[src/rtl/legv8_multicycle_ctrl.sv]
// Multicycle LEGv8 control FSM: Moore strobes decoded from the registered state.
// Define LEGV8_ILLEGAL_TRAP_EN to send unrecognised opcodes to HALT instead of a no-op.
module legv8_multicycle_ctrl (
  input  logic        clk,
  input  logic        rst_n,
  input  logic [10:0] opcode,
  input  logic        zero,
  input  logic        mem_ready,
  output logic        ir_write,
  output logic        pc_write,
  output logic        pc_src,
  output logic        mem_read,
  output logic        mem_write,
  output logic        reg2loc,
  output logic        alu_src,
  output logic [1:0]  alu_op,
  output logic        reg_write,
  output logic        mem_to_reg,
  output logic        halted,
  output logic [3:0]  state
);

  typedef enum logic [3:0] {
    S_START  = 4'd0,  S_FETCH  = 4'd1,  S_DECODE = 4'd2,  S_EXEC_R = 4'd3,
    S_EXEC_I = 4'd4,  S_ADDR   = 4'd5,  S_MEM_RD = 4'd6,  S_MEM_WR = 4'd7,
    S_WB_ALU = 4'd8,  S_WB_MEM = 4'd9,  S_BRANCH = 4'd10, S_JUMP   = 4'd11,
    S_HALT   = 4'd12
  } state_t;

  localparam logic [1:0] CL_NONE = 2'd0, CL_CBZ = 2'd1, CL_CBNZ = 2'd2, CL_STUR = 2'd3;

  state_t     state_q;
  state_t     dec_d;
  logic [1:0] cls_q, cls_d;

  logic is_jump, is_cbz, is_cbnz, is_addi, is_ldur, is_stur, is_rtype, is_halt;

  assign is_jump  = (opcode[10:5] == 6'b000101);
  assign is_cbz   = (opcode[10:3] == 8'b10110100);
  assign is_cbnz  = (opcode[10:3] == 8'b10110101);
  assign is_addi  = (opcode[10:1] == 10'b1001000100);
  assign is_ldur  = (opcode == 11'b11111000010);
  assign is_stur  = (opcode == 11'b11111000000);
  assign is_rtype = (opcode == 11'b10001011000) || (opcode == 11'b11001011000) ||
                    (opcode == 11'b10001010000) || (opcode == 11'b10101010000);
  assign is_halt  = (opcode == 11'b11111111111);

  always_comb begin
    if (is_jump)                 dec_d = S_JUMP;
    else if (is_cbz || is_cbnz)  dec_d = S_BRANCH;
    else if (is_addi)            dec_d = S_EXEC_I;
    else if (is_ldur || is_stur) dec_d = S_ADDR;
    else if (is_rtype)           dec_d = S_EXEC_R;
    else if (is_halt)            dec_d = S_HALT;
`ifdef LEGV8_ILLEGAL_TRAP_EN
    else                         dec_d = S_HALT;
`else
    else                         dec_d = S_FETCH;
`endif
  end

  // Only the branch/store flavour must outlive DECODE; the IR holds the rest.
  always_comb begin
    cls_d = CL_NONE;
    if (is_jump)      cls_d = CL_NONE;
    else if (is_cbz)  cls_d = CL_CBZ;
    else if (is_cbnz) cls_d = CL_CBNZ;
    else if (is_stur) cls_d = CL_STUR;
  end

  always_ff @(posedge clk or negedge rst_n) begin
    if (!rst_n) begin
      state_q <= S_START;
      cls_q   <= CL_NONE;
    end else begin
      case (state_q)
        S_START:  state_q <= S_FETCH;
        S_FETCH:  if (mem_ready) state_q <= S_DECODE;
        S_DECODE: begin
          state_q <= dec_d;
          cls_q   <= cls_d;
        end
        S_EXEC_R, S_EXEC_I: state_q <= S_WB_ALU;
        S_ADDR:   state_q <= (cls_q == CL_STUR) ? S_MEM_WR : S_MEM_RD;
        S_MEM_RD: if (mem_ready) state_q <= S_WB_MEM;
        S_MEM_WR: if (mem_ready) state_q <= S_FETCH;
        S_WB_ALU, S_WB_MEM, S_BRANCH, S_JUMP: state_q <= S_FETCH;
        S_HALT:   state_q <= S_HALT;
        default:  state_q <= S_START;
      endcase
    end
  end

  logic taken;
  assign taken = ((cls_q == CL_CBZ) && zero) || ((cls_q == CL_CBNZ) && !zero);

  always_comb begin
    ir_write   = 1'b0;
    pc_write   = 1'b0;
    pc_src     = 1'b0;
    mem_read   = 1'b0;
    mem_write  = 1'b0;
    reg2loc    = 1'b0;
    alu_src    = 1'b0;
    alu_op     = 2'b00;
    reg_write  = 1'b0;
    mem_to_reg = 1'b0;
    halted     = 1'b0;
    case (state_q)
      S_FETCH: begin
        mem_read = 1'b1;
        ir_write = mem_ready;
        pc_write = mem_ready;
      end
      S_DECODE: reg2loc = is_stur || is_cbz || is_cbnz;
      S_EXEC_R: alu_op  = 2'b10;
      S_EXEC_I: alu_src = 1'b1;
      S_WB_ALU: reg_write = 1'b1;
      S_ADDR: begin
        alu_src = 1'b1;
        reg2loc = (cls_q == CL_STUR);
      end
      S_MEM_RD: mem_read = 1'b1;
      S_WB_MEM: begin
        reg_write  = 1'b1;
        mem_to_reg = 1'b1;
      end
      S_MEM_WR: begin
        mem_write = 1'b1;
        reg2loc   = 1'b1;
      end
      S_BRANCH: begin
        reg2loc  = 1'b1;
        alu_op   = 2'b01;
        pc_write = taken;
        pc_src   = taken;
      end
      S_JUMP: begin
        pc_write = 1'b1;
        pc_src   = 1'b1;
      end
      S_HALT:  halted = 1'b1;
      default: ;
    endcase
  end

  assign state = state_q;

endmodule

[config.mk]
export PLATFORM = sky130hd
export DESIGN_NAME = legv8_multicycle_ctrl
export DESIGN_NICKNAME = d
export VERILOG_FILES = /design/src/rtl/legv8_multicycle_ctrl.sv
export SDC_FILE = /design/constraint.sdc
export NUM_CORES = 1
export LEC_CHECK = 0
export ABC_AREA = 1
export CAP_MARGIN = 25
export CORE_ASPECT_RATIO = 1.2
export CORE_UTILIZATION = 35
export DETAILED_ROUTE_END_ITERATION = 8
export PLACE_DENSITY_LB_ADDON = 0.1
export SYNTH_ARGS = -nofsm -noshare
export SYNTH_HDL_FRONTEND = slang
export SYNTH_SLANG_ARGS = --single-unit
[constraint.sdc]
create_clock -name clk -period 2.82 [get_ports clk]
set_clock_uncertainty 0.05 [all_clocks]
set_input_delay 0.282 -clock clk [delete_from_list [all_inputs] [get_ports clk]]
set_output_delay 0.282 -clock clk [all_outputs]
set_load 0.005 [all_outputs]
Fig. 1: run 1, gate families picked out
The bar under the picture is 10 µm long.
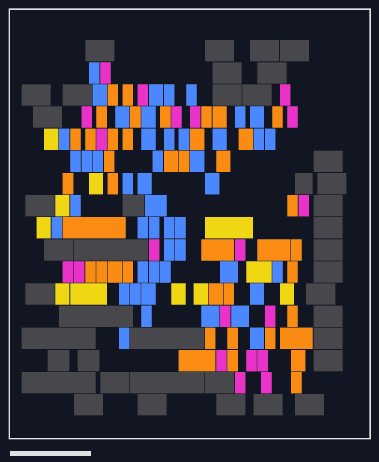
Yellow is aoi and oai cells, cells 11. Blue is nand cells, cells 47. Magenta is inv cells, cells 20. Orange is nor cells, cells 41.
fraction of standard cell area in multi-input logic: 0.4717
final standard cell count with taps included and fillers excluded: 179

Fig. 2: run 1, cell sizes after repair
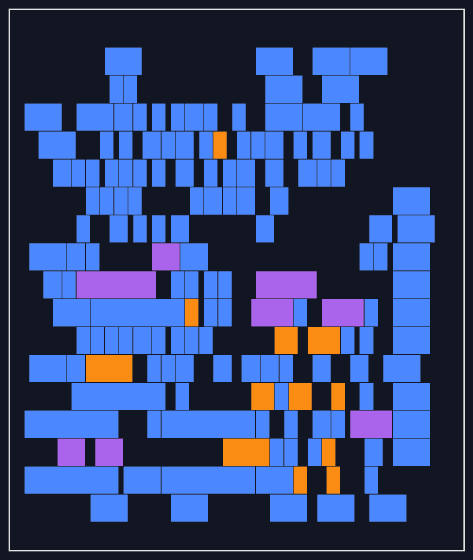
Blue is x1 and smaller, cells 140. Purple is x3 and x4, cells 8. Orange is x2, cells 12.
Layout Area Growth over Synthesis: 44.89%
final std cell area, no fill: 0.001082 mm²

==> flow_metrics.tcl, run 1 <==
# implementation run metrics
set metrics [dict create \
    run_status "finished, final reports clean" \
    route.antenna.remaining_nets 0 \
    antenna-diode-count 0 \
    worst_path_class_setup "flop to output pin" \
    synthesis.area_per_instance_um2 5.836 \
    worst_r2r_path_depth 8 \
    ys_cells 128 \
    hold-worst-slack_ns 0.2218 \
    finalWirelength_um 2020 \
    first_global_vias 805 \
    layout_top_cells "30 x sky130_fd_sc_hd__nand2_1, 30 x sky130_fd_sc_hd__clkdlybuf4s50_1, 28 x sky130_fd_sc_hd__nor2_1" \
    worstSkewPairLatency_ns 0.25 \
    report.power.total_mw 0.7675 \
    yosys-top-cells-count "30 x sky130_fd_sc_hd__nand2_1, 28 x sky130_fd_sc_hd__nor2_1, 14 x sky130_fd_sc_hd__inv_1" \
    port_buffers 30 \
    critPathLaunchType "flop" \
    synthDominantCellAreaShare 0.2010 \
    critical_path.slowest_cell "sky130_fd_sc_hd__dfrtp_1" \
    die_height_um 52.61 \
    cp.depth 8 \
    worst-endpoint-required_ns 2.49 \
    ys_sh_adder 0 \
    worst_setup_ep_type "output pin" \
    cts_num_sinks 6 \
    power_density_mw_per_mm2 709.2 \
    worst-slew-pin-transition_ns 0.4305 \
    hold_viol 0 \
    crit_top_cell "sky130_fd_sc_hd__inv_2" \
    route.detailed.vias_per_inst 5.106 \
    warning_count 26 \
    setup_slack_ns 0.4413 \
    dominantRegCellSynth "sky130_fd_sc_hd__dfrtp_1" \
    layout_cells_sized_above_1 0.1250 \
    cp_max_fo 10 \
    topCombFamilyByArea "simple AND/OR/NAND/NOR gates" \
    slew_headroom 0.7130 \
    die_width_um 44.17 \
    setup_violations 0 \
    design.portCount 31 \
    dp_cells 176 \
    most_common_cell "sky130_fd_sc_hd__nand2_1" \
    layout_min_cycle_time_ns 2.379 \
    total_negative_setup_slack_ns 0 \
    drt_iter0_markers 31 \
    post_synth_xor_area_fraction 0 \
    fin_crit_sh 0.8435 \
    cts_repair_resize_count 0 \
    htreeDepth 1 \
    synthAoiAreaFrac 0.1039 \
    worst-path-buf-inv 3 \
    synthesis.yosys.warnings 0 \
    finalWeightedCongestion 0.9128 \
    fp.coreArea_mm2 0.001914 \
    postSynthCellCount 128 \
    via_count 914 \
    netlist_area_um2 747.0 \
    synth.area.top_cells "sky130_fd_sc_hd__dfrtp_1 20%, sky130_fd_sc_hd__nand2_1 15%, sky130_fd_sc_hd__nor2_1 14%" \
    synth_area_leader_cell "sky130_fd_sc_hd__dfrtp_1" \
    detailed_place.area_mm2 0.001060 \
    final_max_slew_violation_tally 0 \
    pre_cts_ws_ns 0.5471 \
    ctsRootBufferMaster "sky130_fd_sc_hd__clkbuf_4" \
    postSynth.asyncResetShare 1.000 \
    crit_path_end "pc_write" \
    antenna_found_initial 0 \
    worstSetupStartpoint "state[1]$_DFFE_PN0P_" \
    mux_area_frac 0.01340 \
    cp_data_arrival_time_ns 2.05 \
    synth.ff_latch_count 6 \
    synthDistinctLibCells 20 \
]
Fig. 3: run 1, routing congestion
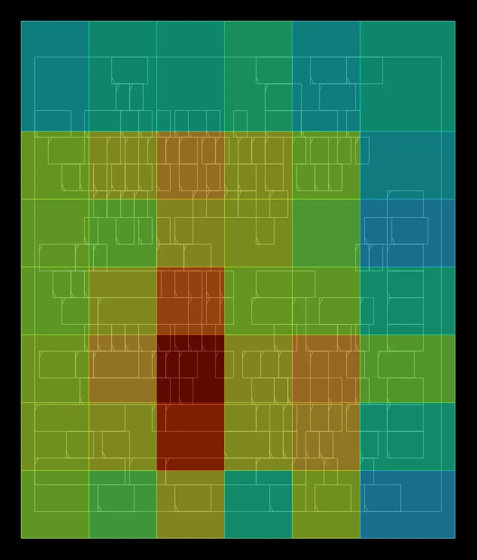
met1 routing resource usage after global routing: 0.2875
final core utilization: 0.5654
DR WL/cell: 11.28 µm
busiest layer in global routing: met2
total global-route track usage: 0.1970

run 1: worst min-delay path by stage:
stage | start | end | slack (ns) | depth (start not counted)
after floorplan | rst_n | cls_q[0]$_DFFE_PN0P_ | -0.06 | 0
after global placement | rst_n | state[1]$_DFFE_PN0P_ | 0.47 | 1
after detailed placement | rst_n | state[1]$_DFFE_PN0P_ | 0.49 | 1
after CTS | rst_n | state[2]$_DFFE_PN0P_ | 0.22 | 1
after global routing | rst_n | cls_q[0]$_DFFE_PN0P_ | 0.23 | 1
final | rst_n | state[2]$_DFFE_PN0P_ | 0.22 | 1
run 1: flip-flops by register name (all words and copies together) (netlist names):
name and flops:
state 4, cls_q 2
run 1: power breakdown:
group | switching, mW | internal [mW] | total [mW] | leakage (nW)
logic | 0.275 | 0.241 | 0.516 | 0.403
clock network | 0.0339 | 0.0483 | 0.0822 | 0.0138
registers | 0.0545 | 0.115 | 0.169 | 0.0796
total | 0.363 | 0.404 | 0.768 | 0.496
run 1: layout make-up:
type | count | area (µm²)
fill | 194 | 832.0
multi-input combinational | 101 | 510.5
timing repair buffer | 30 | 300.3
sequential | 6 | 150.1
inverter | 20 | 75.07
tap | 19 | 23.77
clock buffer | 3 | 22.52
run 1: logic make-up (layout without fill, tap and decap cells):
group / count (synthesis) / after routing
and+or+nand+nor: 89 / 89
AOI/OAI and AO/OA: 11 / 11
DFF: 6 / 6
buffers and inverters: 21 / 53
muxes: 1 / 1
run 1: metal layers:
metal  up-vias  global-route usage  wire, µm
li1        469                   -         -
met3         2             0.03103       100
met1       405              0.2875      1012
met4         0             0.06061        17
met5         -                   0         0
met2        38              0.2917       889
==> run 2, diff against run 1 <==
==> constraint.sdc (replaced) <==
create_clock -name clk -period 2.1 [get_ports clk]
set_clock_uncertainty 0.05 [all_clocks]
set_input_delay 0.21 -clock clk [delete_from_list [all_inputs] [get_ports clk]]
set_output_delay 0.21 -clock clk [all_outputs]
set_load 0.005 [all_outputs]
Fig. 4: run 2, signal wires on met3
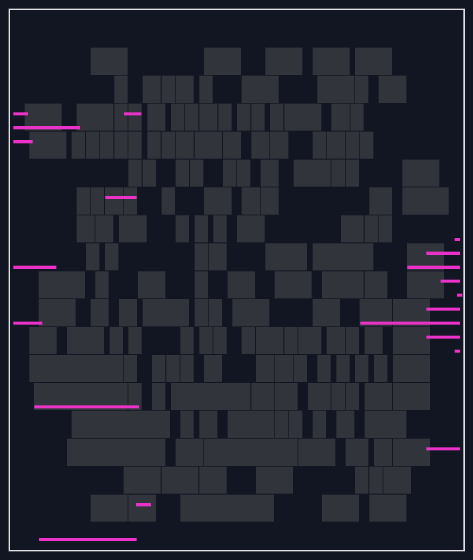
The layer carries 68.3 µm of wire. The longest straight run is 9.90 µm.
total number of vias: 944
Detailed Route WL: 2002 µm

Fig. 5: run 2, gate families picked out
The bar under the picture is 10 µm long.
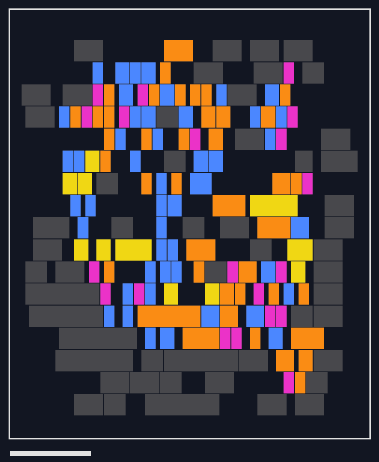
Blue is nand cells, cells 47. Orange is nor cells, cells 41. Magenta is inv cells, cells 20. Yellow is aoi and oai cells, cells 11.
most common library cell in the layout ignoring fill and taps: sky130_fd_sc_hd__nand2_1
final standard cell count with taps included and fillers excluded: 190
fraction of standard cell area in multi-input logic: 0.4449

Fig. 6: run 2, clock wires, drivers and flops
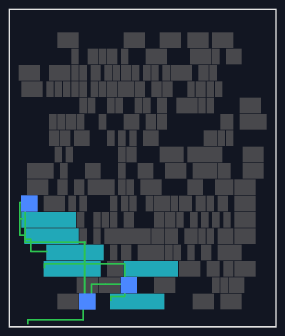
Cyan is flip-flops, count 6. Green is clock wires, length 85.9 µm. Blue is clock-net drivers, count 3.
There are 4 routed clock nets.

==> flow_metrics.tcl, run 2 <==
# implementation run metrics
set metrics [dict create \
    max_cap_violations 0 \
    htreeDepth 1 \
    hold-worst-slack_ns 0.1479 \
    yosys-top-cells-count "30 x sky130_fd_sc_hd__nand2_1, 28 x sky130_fd_sc_hd__nor2_1, 14 x sky130_fd_sc_hd__inv_1" \
    layout_min_cycle_time_ns 2.039 \
    synth_sequential_area_ratio 0.2010 \
    most_common_cell "sky130_fd_sc_hd__nand2_1" \
    setup_slack_ns 0.06107 \
    first_global_vias 807 \
    critical_path.slowest_cell "sky130_fd_sc_hd__clkdlybuf4s50_1" \
    fin_crit_sh 0.9709 \
    wl_per_cell_um 10.54 \
    worst-endpoint-required_ns 1.84 \
    route.antenna.remaining_nets 0 \
    synthesis.yosys.warnings 0 \
    critPathLaunchType "flop" \
    clk_pin_slew_worst_paths_ns 0.05 \
    cts_num_sinks 6 \
    gr-usage-met2 0.2770 \
    ys_cells 128 \
    rsz0062_at_grt "no" \
    fp.coreArea_mm2 0.001914 \
    port_buffers 30 \
    synthDistinctLibCells 20 \
    grtUsageMet3 0.03448 \
    layout.area.seq_um2 152.6 \
    layout.filler_cells 188 \
    postSynth.asyncResetShare 1.000 \
    synth.area.top_cells "sky130_fd_sc_hd__dfrtp_1 20%, sky130_fd_sc_hd__nand2_1 15%, sky130_fd_sc_hd__nor2_1 14%" \
    timing.critical_path.max_delay_family "buffers and inverters" \
    netlist_area_um2 747.0 \
    grt_use_met1 0.2547 \
    regToRegSetupSlack_ns 0.72 \
    area_growth_syn_to_layout_pct 59.63 \
    total_drc_errors_in_the_routed_layout 0 \
    synth_area_leader_cell "sky130_fd_sc_hd__dfrtp_1" \
    vdd.ir_drop.worst_mv 0.8275 \
    cts-root-to-sink-buffers 2 \
    setup_violations 0 \
    synth.ff_latch_count 6 \
    synth-area-yosys_um2 747.0 \
    fp.dieArea_mm2 0.002324 \
    final_max_slew_violation_tally 0 \
    worst-slew-pin-transition_ns 0.3395 \
    layout_cells_sized_above_1 0.2398 \
    pre_cts_ws_ns 0.02251 \
    power.leakage_nw 0.5847 \
    total_negative_setup_slack_ns 0 \
    path_cells "buf_4 > nor4_2 > clkdlybuf4s50_1" \
    slew_headroom 0.7718 \
    holdBufCountCts 0 \
    largest_register_ff_count 4 \
    synthDominantCellAreaShare 0.2010 \
    cts_tree "yes" \
    r2r_start "state[3]$_DFFE_PN0P_" \
    worst-path-buf-inv 2 \
    routed_wl_met3_um 68 \
    route.detailed.vias_per_inst 4.968 \
    cp_max_fo 5 \
    core_util_floorplan 0.3902 \
    dr.pass1.iters 6 \
    cp_data_arrival_time_ns 1.78 \
    sum_of_met2_wire_segment_lengths_after_detailed_routing_um 939 \
    design.portCount 31 \
    synthesis.area_per_instance_um2 5.836 \
    grtUsageTotal 0.1782 \
    antenna-diode-count 0 \
    enable_flop_cells 0 \
    ctsRootBufferMaster "sky130_fd_sc_hd__clkbuf_4" \
    wire_length_of_the_first_global_routing_pass_um 3180 \
    max_clock_freq_mhz 490.5 \
    run_status "finished, final reports clean" \
    critical_path.reg2reg.endpoint "state[0]$_DFFE_PN0P_" \
    warning_count 27 \
    drt_iter0_markers 27 \
    worst_path_class_setup "flop to output pin" \
    die_height_um 52.61 \
    power_density_mw_per_mm2 945.3 \
    critical-path-max-stage-delay_ns 0.57 \
    number_of_cell_rows 17 \
    postSynthCellCount 128 \
    hold_viol 0 \
    drt-met1-wl_um 985 \
    layout_top_cells "30 x sky130_fd_sc_hd__nand2_1, 28 x sky130_fd_sc_hd__clkdlybuf4s50_1, 24 x sky130_fd_sc_hd__nor2_1" \
    dp_cells 185 \
    top_usage_layer "met2" \
    hold_path.class "input port to async pin" \
    dominantRegCellSynth "sky130_fd_sc_hd__dfrtp_1" \
    finalWeightedCongestion 0.9156 \
    area.combinational_um2 530.5 \
    overall_overflow_remaining_after_global_route 0 \
    die_width_um 44.17 \
    worstSkewPairLatency_ns 0.24 \
    worst_r2r_path_depth 8 \
    routed.top_layer "met4" \
    worst_setup_ep_type "output pin" \
    antenna_found_initial 0 \
]
[run 2: cell counts after synthesis]
Identical to the previous run, type by type.
[run 2: power breakdown]
part / internal (mW) / switching (mW)
clock network: 0.0646 / 0.0405
logic: 0.397 / 0.405
registers: 0.159 / 0.0613
[run 2: how the worst max path moves through the flow]
stage	from	end	slack, ns	cells after the start
CTS	state[1]$_DFFE_PN0P_	reg2loc	-0.01	7
global route	state[3]$_DFFE_PN0P_	mem_read	0.01	5
floorplan	state[3]$_DFFE_PN0P_	pc_write	0.72	7
finish	state[1]$_DFFE_PN0P_	halted	0.06	3
detailed placement	opcode[5]	reg2loc	0.02	9
global placement	opcode[5]	reg2loc	0.04	9
[run 2: cell type report]
| type | instances | area share |
|---|---|---|
| inverters | 20 | 0.06296 |
| multi-input cells | 101 | 0.4449 |
| clock buffers | 3 | 0.01889 |
| well taps | 19 | 0.01994 |
| repair buffers | 41 | 0.3253 |
| flip-flops and latches | 6 | 0.1280 |
[run 2: timing repair]
action                                  in CTS  in global routing
pin swaps                                    1                  0
resized                                      3                  9
setup buffers                                1                  1
endpoints found under the setup margin       2                  3
[run 2: per-stage QoR]
| step | area, µm² | power [mW] | utilization |
|---|---|---|---|
| detailed placement | 1127 | 0.9700 | 0.5889 |
| CTS | 1160 | 1.098 | 0.6059 |
| floorplan | 747.0 | 0.6235 | - |
| global route | 1192 | 1.219 | 0.6229 |
| finish | 1192 | 1.127 | 0.6229 |
| global placement | 1127 | 0.9655 | 0.5889 |
[run 2: kinds of logic after synthesis]
| kind of cell | synth area share |
|---|---|
| buf+inv | 0.1156 |
| compound gates | 0.1038 |
| flops | 0.2010 |
| simple gates | 0.5662 |
| mux | 0.01340 |
Power is estimated from default activity; no workload was simulated.
